--- config.mk ---
export PLATFORM = sky130hd
export DESIGN_NAME = serial_subtractor_flat
export DESIGN_NICKNAME = d
export VERILOG_FILES = /design/src/rtl/serial_subtractor_if.sv /design/src/rtl/serial_subtractor.sv /design/src/flat_wrapper.sv
export SDC_FILE = /design/constraint.sdc
export NUM_CORES = 1
export LEC_CHECK = 0
export ABC_CLOCK_PERIOD_IN_PS = 2000
export CORE_MARGIN = 4
export CORE_UTILIZATION = 52
export CTS_CLUSTER_DIAMETER = 120
export DETAILED_ROUTE_END_ITERATION = 10
export GPL_ROUTABILITY_DRIVEN = 0
export GPL_TIMING_DRIVEN = 1
export HOLD_SLACK_MARGIN = 0.02
export PLACE_DENSITY_LB_ADDON = 0.3
export SLEW_MARGIN = 15
export SYNTH_ARGS = -nofsm -noshare
export SYNTH_HDL_FRONTEND = slang
export SYNTH_SLANG_ARGS = --single-unit
--- constraint.sdc ---
create_clock -name clk -period 2 [get_ports clk]
set_input_delay 0.4 -clock clk [delete_from_list [all_inputs] [get_ports clk]]
set_output_delay 0.4 -clock clk [all_outputs]
set_load 0.005 [all_outputs]
--- src/rtl/serial_subtractor_if.sv ---
// Operand/result bundle for the bit-serial subtractor: the requester drives
// start and operands, the subtractor returns status and the registered result.
interface serial_subtractor_if #(
    parameter int WIDTH = 8
);
    logic             start;
    logic [WIDTH-1:0] a;
    logic [WIDTH-1:0] b;
    logic             bin;
    logic             busy;
    logic             done;
    logic [WIDTH-1:0] diff;
    logic             bout;
    logic             ovf;

    modport master (
        output start, a, b, bin,
        input  busy, done, diff, bout, ovf
    );

    modport slave (
        input  start, a, b, bin,
        output busy, done, diff, bout, ovf
    );
endinterface

--- src/rtl/serial_subtractor.sv ---
// Bit-serial subtractor: diff = a - b - bin, LSB first, one full-subtractor
// cell and a borrow flop, result published with a one-cycle done pulse.
module serial_subtractor #(
    parameter int WIDTH = 8
) (
    input  logic               clk,
    input  logic               rst_n,
    serial_subtractor_if.slave bus
);
    localparam int CNT_W = $clog2(WIDTH);

    typedef enum logic [1:0] {
        ST_IDLE = 2'b00,
        ST_RUN  = 2'b01,
        ST_DONE = 2'b10
    } state_t;

    state_t state_r;
    state_t next_state_s;

    logic [WIDTH-1:0] a_sh_r;
    logic [WIDTH-1:0] b_sh_r;
    logic [WIDTH-1:0] res_r;
    logic             br_r;
    logic [CNT_W-1:0] cnt_r;
    logic             a_msb_r;
    logic             b_msb_r;

    logic [WIDTH-1:0] diff_r;
    logic             bout_r;
    logic             ovf_r;
    logic             busy_r;
    logic             done_r;

    logic             load_s;
    logic             shift_s;
    logic             complete_s;
    logic             busy_next_s;
    logic             done_next_s;
    logic             last_s;
    logic             d_s;
    logic             br_next_s;

    // Returns {borrow_out, difference} of one full-subtractor cell.
    function automatic logic [1:0] full_sub(input logic ai, input logic bi, input logic br);
        logic d;
        logic bo;
        d  = ai ^ bi ^ br;
        bo = (~ai & bi) | (~(ai ^ bi) & br);
        return {bo, d};
    endfunction

    assign {br_next_s, d_s} = full_sub(a_sh_r[0], b_sh_r[0], br_r);
    assign last_s = (state_r == ST_RUN) && (cnt_r == CNT_W'(WIDTH - 1));

    // State register.
    always_ff @(posedge clk) begin
        if (!rst_n) begin
            state_r <= ST_IDLE;
        end else begin
            state_r <= next_state_s;
        end
    end

    // Next-state logic.
    always_comb begin
        next_state_s = state_r;
        case (state_r)
            ST_IDLE: begin
                if (bus.start) begin
                    next_state_s = ST_RUN;
                end else begin
                    next_state_s = ST_IDLE;
                end
            end
            ST_RUN: begin
                if (last_s) begin
                    next_state_s = ST_DONE;
                end else begin
                    next_state_s = ST_RUN;
                end
            end
            ST_DONE: next_state_s = ST_IDLE;
            default: next_state_s = ST_IDLE;
        endcase
    end

    // Per-state datapath controls and next values of the registered status.
    always_comb begin
        load_s      = 1'b0;
        shift_s     = 1'b0;
        complete_s  = 1'b0;
        busy_next_s = 1'b0;
        done_next_s = 1'b0;
        case (state_r)
            ST_IDLE: begin
                if (bus.start) begin
                    load_s      = 1'b1;
                    busy_next_s = 1'b1;
                end else begin
                    busy_next_s = 1'b0;
                end
            end
            ST_RUN: begin
                shift_s = 1'b1;
                if (last_s) begin
                    complete_s  = 1'b1;
                    done_next_s = 1'b1;
                end else begin
                    busy_next_s = 1'b1;
                end
            end
            ST_DONE: begin
                done_next_s = 1'b0;
            end
            default: begin
                busy_next_s = 1'b0;
            end
        endcase
    end

    // Operand shift registers, borrow flop, bit counter and published result.
    always_ff @(posedge clk) begin
        if (!rst_n) begin
            a_sh_r  <= {WIDTH{1'b0}};
            b_sh_r  <= {WIDTH{1'b0}};
            res_r   <= {WIDTH{1'b0}};
            br_r    <= 1'b0;
            cnt_r   <= {CNT_W{1'b0}};
            a_msb_r <= 1'b0;
            b_msb_r <= 1'b0;
            diff_r  <= {WIDTH{1'b0}};
            bout_r  <= 1'b0;
            ovf_r   <= 1'b0;
            busy_r  <= 1'b0;
            done_r  <= 1'b0;
        end else begin
            busy_r <= busy_next_s;
            done_r <= done_next_s;
            if (load_s) begin
                a_sh_r  <= bus.a;
                b_sh_r  <= bus.b;
                br_r    <= bus.bin;
                res_r   <= {WIDTH{1'b0}};
                cnt_r   <= {CNT_W{1'b0}};
                a_msb_r <= bus.a[WIDTH-1];
                b_msb_r <= bus.b[WIDTH-1];
            end else if (shift_s) begin
                a_sh_r <= a_sh_r >> 1;
                b_sh_r <= b_sh_r >> 1;
                res_r  <= {d_s, res_r[WIDTH-1:1]};
                br_r   <= br_next_s;
                cnt_r  <= cnt_r + CNT_W'(1);
            end
            // The final bit is still in flight, so the result comes from d_s directly.
            if (complete_s) begin
                diff_r <= {d_s, res_r[WIDTH-1:1]};
                bout_r <= br_next_s;
                ovf_r  <= (a_msb_r != b_msb_r) && (d_s != a_msb_r);
            end
        end
    end

    assign bus.busy = busy_r;
    assign bus.done = done_r;
    assign bus.diff = diff_r;
    assign bus.bout = bout_r;
    assign bus.ovf  = ovf_r;
endmodule
--- src/flat_wrapper.sv ---
// flat-port wrapper written by rule: the top's interface ports become plain ports
module serial_subtractor_flat 
#(
    parameter int WIDTH = 8
)
  (clk, rst_n, bus_start, bus_a, bus_b, bus_bin, bus_busy, bus_done, bus_diff, bus_bout, bus_ovf);
  serial_subtractor_if #(.WIDTH(WIDTH)) bus_i ();
  input  logic clk;
  input  logic rst_n;
  input wire logic [$bits(bus_i.start)-1:0] bus_start;
  input wire logic [$bits(bus_i.a)-1:0] bus_a;
  input wire logic [$bits(bus_i.b)-1:0] bus_b;
  input wire logic [$bits(bus_i.bin)-1:0] bus_bin;
  output wire logic [$bits(bus_i.busy)-1:0] bus_busy;
  output wire logic [$bits(bus_i.done)-1:0] bus_done;
  output wire logic [$bits(bus_i.diff)-1:0] bus_diff;
  output wire logic [$bits(bus_i.bout)-1:0] bus_bout;
  output wire logic [$bits(bus_i.ovf)-1:0] bus_ovf;
  assign bus_i.start = bus_start;
  assign bus_i.a = bus_a;
  assign bus_i.b = bus_b;
  assign bus_i.bin = bus_bin;
  assign bus_busy = bus_i.busy;
  assign bus_done = bus_i.done;
  assign bus_diff = bus_i.diff;
  assign bus_bout = bus_i.bout;
  assign bus_ovf = bus_i.ovf;
  serial_subtractor #(.WIDTH(WIDTH)) u_core (.clk(clk), .rst_n(rst_n), .bus(bus_i));
endmodule
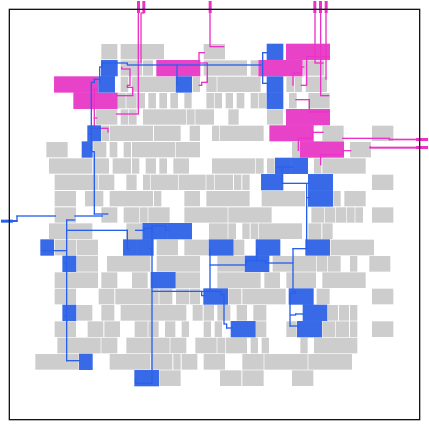
(images/port_nets.png)
Scale: 6 px per µm.
[bus_diff] magenta | bits: 8 | direction: output | edge: 6 top, 2 right | end cells: 8 | buffers: 8 | wire: 161 µm
[rst_n] blue | bits: 1 | direction: input | edge: left | end cells: 32 | buffers: 3 | wire: 252 µm
number of I/O port buffers: 31
I/O pin count: 32

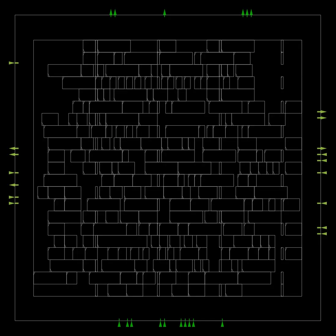
(images/final_placement.png)
non-filler instance count after layout: 278
final core utilization: 0.6619
Seq area share: 0.3630
total number of sequential cells: 41

==> PnR_summary.wiki <==
=== Synthesis and place and route ===
{| class="wikitable"
! Metric !! Value
|-
| Comb gates || approximately 140
|-
| Flip-flop and latch count after synthesis || ~41
|-
| Nature of the critical path startpoint || flip-flop
|-
| Status || finished, final reports clean
|-
| Per-cell via count in the routed design || ~5.4
|-
| Cell type taking the most area || multi-input combinational cells
|-
| Final setup violation count || 0
|-
| Post-CTS sizing || 0
|-
| Total routing usage reported by global routing || 0.1831
|-
| Net count after synthesis || 224
|-
| Max-slew violation total from the final report || 0
|-
| Worst path required time || roughly 2.3 ns
|-
| Peak Freq || between 600 and 700 MHz
|-
| Clock buffer count from CTS || 5
|-
| Clk slew on worst S/H paths || 0.11 ns
|-
| Combined flip-flop and latch cell area || 820.8 µm²
|-
| Die H || 68.16 µm
|-
| Final design area excluding fillers || between 2000 and 2500 µm²
|-
| Power consumed by sequential cells || 876 µW
|-
| Post-CTS repair timing setup buffer count || 0
|-
| Max_slew headroom || 0.7092
|-
| Total cell area reported by yosys after synthesis || approximately 1900 µm²
|-
| Fraction of power spent switching nets || 0.2354
|-
| Class of the most critical hold timing path || reg -> reg
|-
| YS warnings || 0
|-
| Routed WL per cell || between 10 and 15 µm
|-
| Clock latency on the worst-skew pair || about 0.35 ns
|-
| Post-layout nets || between 200 and 300
|-
| Setup_tns || 0 ns
|-
| Crit-path max FO || 2
|-
| Clock power frac || 0.336
|-
| Count of different cell masters after synthesis || 35
|-
| Logic area || 915.9 µm²
|-
| Buffers from clock root to sink, at most || 2
|-
| Std cell rows || 21
|-
| Non-clock inverter instance count of the final layout || 3
|-
| Top FF cell, synth || sky130_fd_sc_hd__dfxtp_1
|-
| Worst EP arrival || 1.94 ns
|-
| RSZ-0062 raised after global routing || false
|-
| Clock tree from TritonCTS || built
|-
| CTS hold repair buffers || 0
|-
| CTS Sinks || approximately 41
|-
| Fin Hold WS || between 0.4 and 0.5 ns
|-
| Power consumption || 1675 µW
|-
| Total DRC errors in the routed layout || 0
|-
| Ant diodes || 0
|-
| Number of warnings in the stage logs || 26
|-
| Number of tap cells inserted || 46
|-
| Clock net power || 562 µW
|-
| Critical path capture point type || flip-flop
|-
| Cell type contributing the most total cell area after synthesis || sky130_fd_sc_hd__dfxtp_1
|-
| Plain + repair buffers || 39
|-
| Slew at the pin closest to its max-slew limit || approximately 0.44 ns
|-
| Peak supply drop || 604.4 µV
|-
| Remaining global-route overflow || 0
|-
| Global-route wire length before repair || approximately 6300 µm
|-
| Most frequent logic cell in the layout || sky130_fd_sc_hd__dfxtp_1
|-
| Critical Path Max Stage Delay || roughly 0.52 ns
|-
| Area growth syn-to-layout || 20.15%
|-
| Count of maximum capacitance violations || 0
|-
| Die area || roughly 4600 µm²
|-
| Synthesized area per cell || about 9.4 µm²
|-
| Proportion of power drawn by combinational gates || 0.141
|-
| Crit path kind || reg -> reg
|-
| Clock network area share || 0.03763
|-
| Fraction of layout cells with a size suffix above 1 || 0.1638
|-
| Largest power group || sequential cells
|-
| Htree depth || 2
|-
| Post-placement cell area || approximately 2200 µm²
|-
| Detailed-route wire length || 3763 µm
|-
| Cell-internal power || ~1300 µW
|-
| Starting density of the core || 0.5509
|-
| Logic share of the area || 0.4051
|-
| Total number of vias || 1497
|-
| Sequential fraction of the synthesis area || 0.4362
|-
| HPWL reported at the end of detailed placement || around 2700 µm
|-
| Ordered list of cells on the worst path || inv_1 > fa_1 > or3b_2 > a31oi_1
|-
| Post-synth tally of flip-flops with integrated enable || 0
|-
| Share of Yosys cell area claimed by the top area cell type || 0.4362
|-
| Antenna violations before repair || 0
|-
| Dominant cell by count in the synthesized netlist || sky130_fd_sc_hd__dfxtp_1
|-
| Vias in the first global route || 1455
|-
| Width of the die || just under 70 µm
|-
| Worst setup skew after layout || ~0.0053 ns
|}
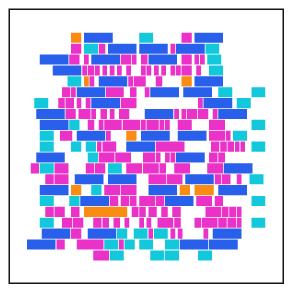
(images/cell_classes.png)
Scale: 4 px per µm.
[all other logic] magenta | cells: 144 | share of their area: 42%
[other buffers and delay cells] cyan | cells: 39 | share of their area: 17%
[clock drivers and dummy loads] orange | cells: 8 | share of their area: 3.9%
[flops] blue | cells: 41 | share of their area: 37%

[metrics by stage]
stage / instances / setup slack, ns / utilization
final: 278 / 0.3541 / 0.6619
after detailed placement: 270 / 0.1755 / 0.6370
after global placement: 270 / 0.2305 / 0.6370
after global routing: 278 / 0.2722 / 0.6619
after CTS: 278 / 0.3466 / 0.6619
after floorplan: 201 / 0.4501 / -
[layer usage]
layer | up-vias | share of wire | global-route usage
met5 | - | 0 | 0
met4 | 0 | 0.023 | 0.08933
met3 | 8 | 0.052 | 0.04105
met2 | 37 | 0.47 | 0.2984
met1 | 697 | 0.45 | 0.2267
li1 | 755 | - | -
[registers in the layout, indices dropped and copies added (netlist names), 2 cells and up]
register	flops
u_core.a_sh_r	8
u_core.b_sh_r	8
u_core.bus.diff	8
u_core.cnt_r	3
u_core.res_r	7
u_core.state_r	2
[worst paths after layout]
path	startpoint	to	slack, ns	cells past startpoint
max	u_core.b_sh_r[0]	u_core.bus.ovf	0.35	4
max reg2reg	u_core.b_sh_r[0]	u_core.bus.ovf	0.35	4
min	u_core.bus.diff[5]	u_core.bus.diff[5]	0.46	2
min reg2reg	u_core.bus.diff[5]	u_core.bus.diff[5]	0.46	2
[worst max-delay path: cells and delay by family (launching register included)]
family | cells | cell delay, ns
buffers and inverters | 1 | 0.06
DFF | 1 | 0.35
adders and majority gates | 1 | 0.52
and+or+nand+nor | 1 | 0.48
AOI/OAI and AO/OA | 1 | 0.17
[cell families after synthesis]
group	count (synthesis)	synth area share
compound gates	53	0.2128
xor+xnor	1	0.004655
fa+ha+maj	3	0.02393
buf+inv	19	0.07713
flops	41	0.4362
mux	3	0.01596
simple gates	81	0.2294
Power and IR drop assume default switching activity.
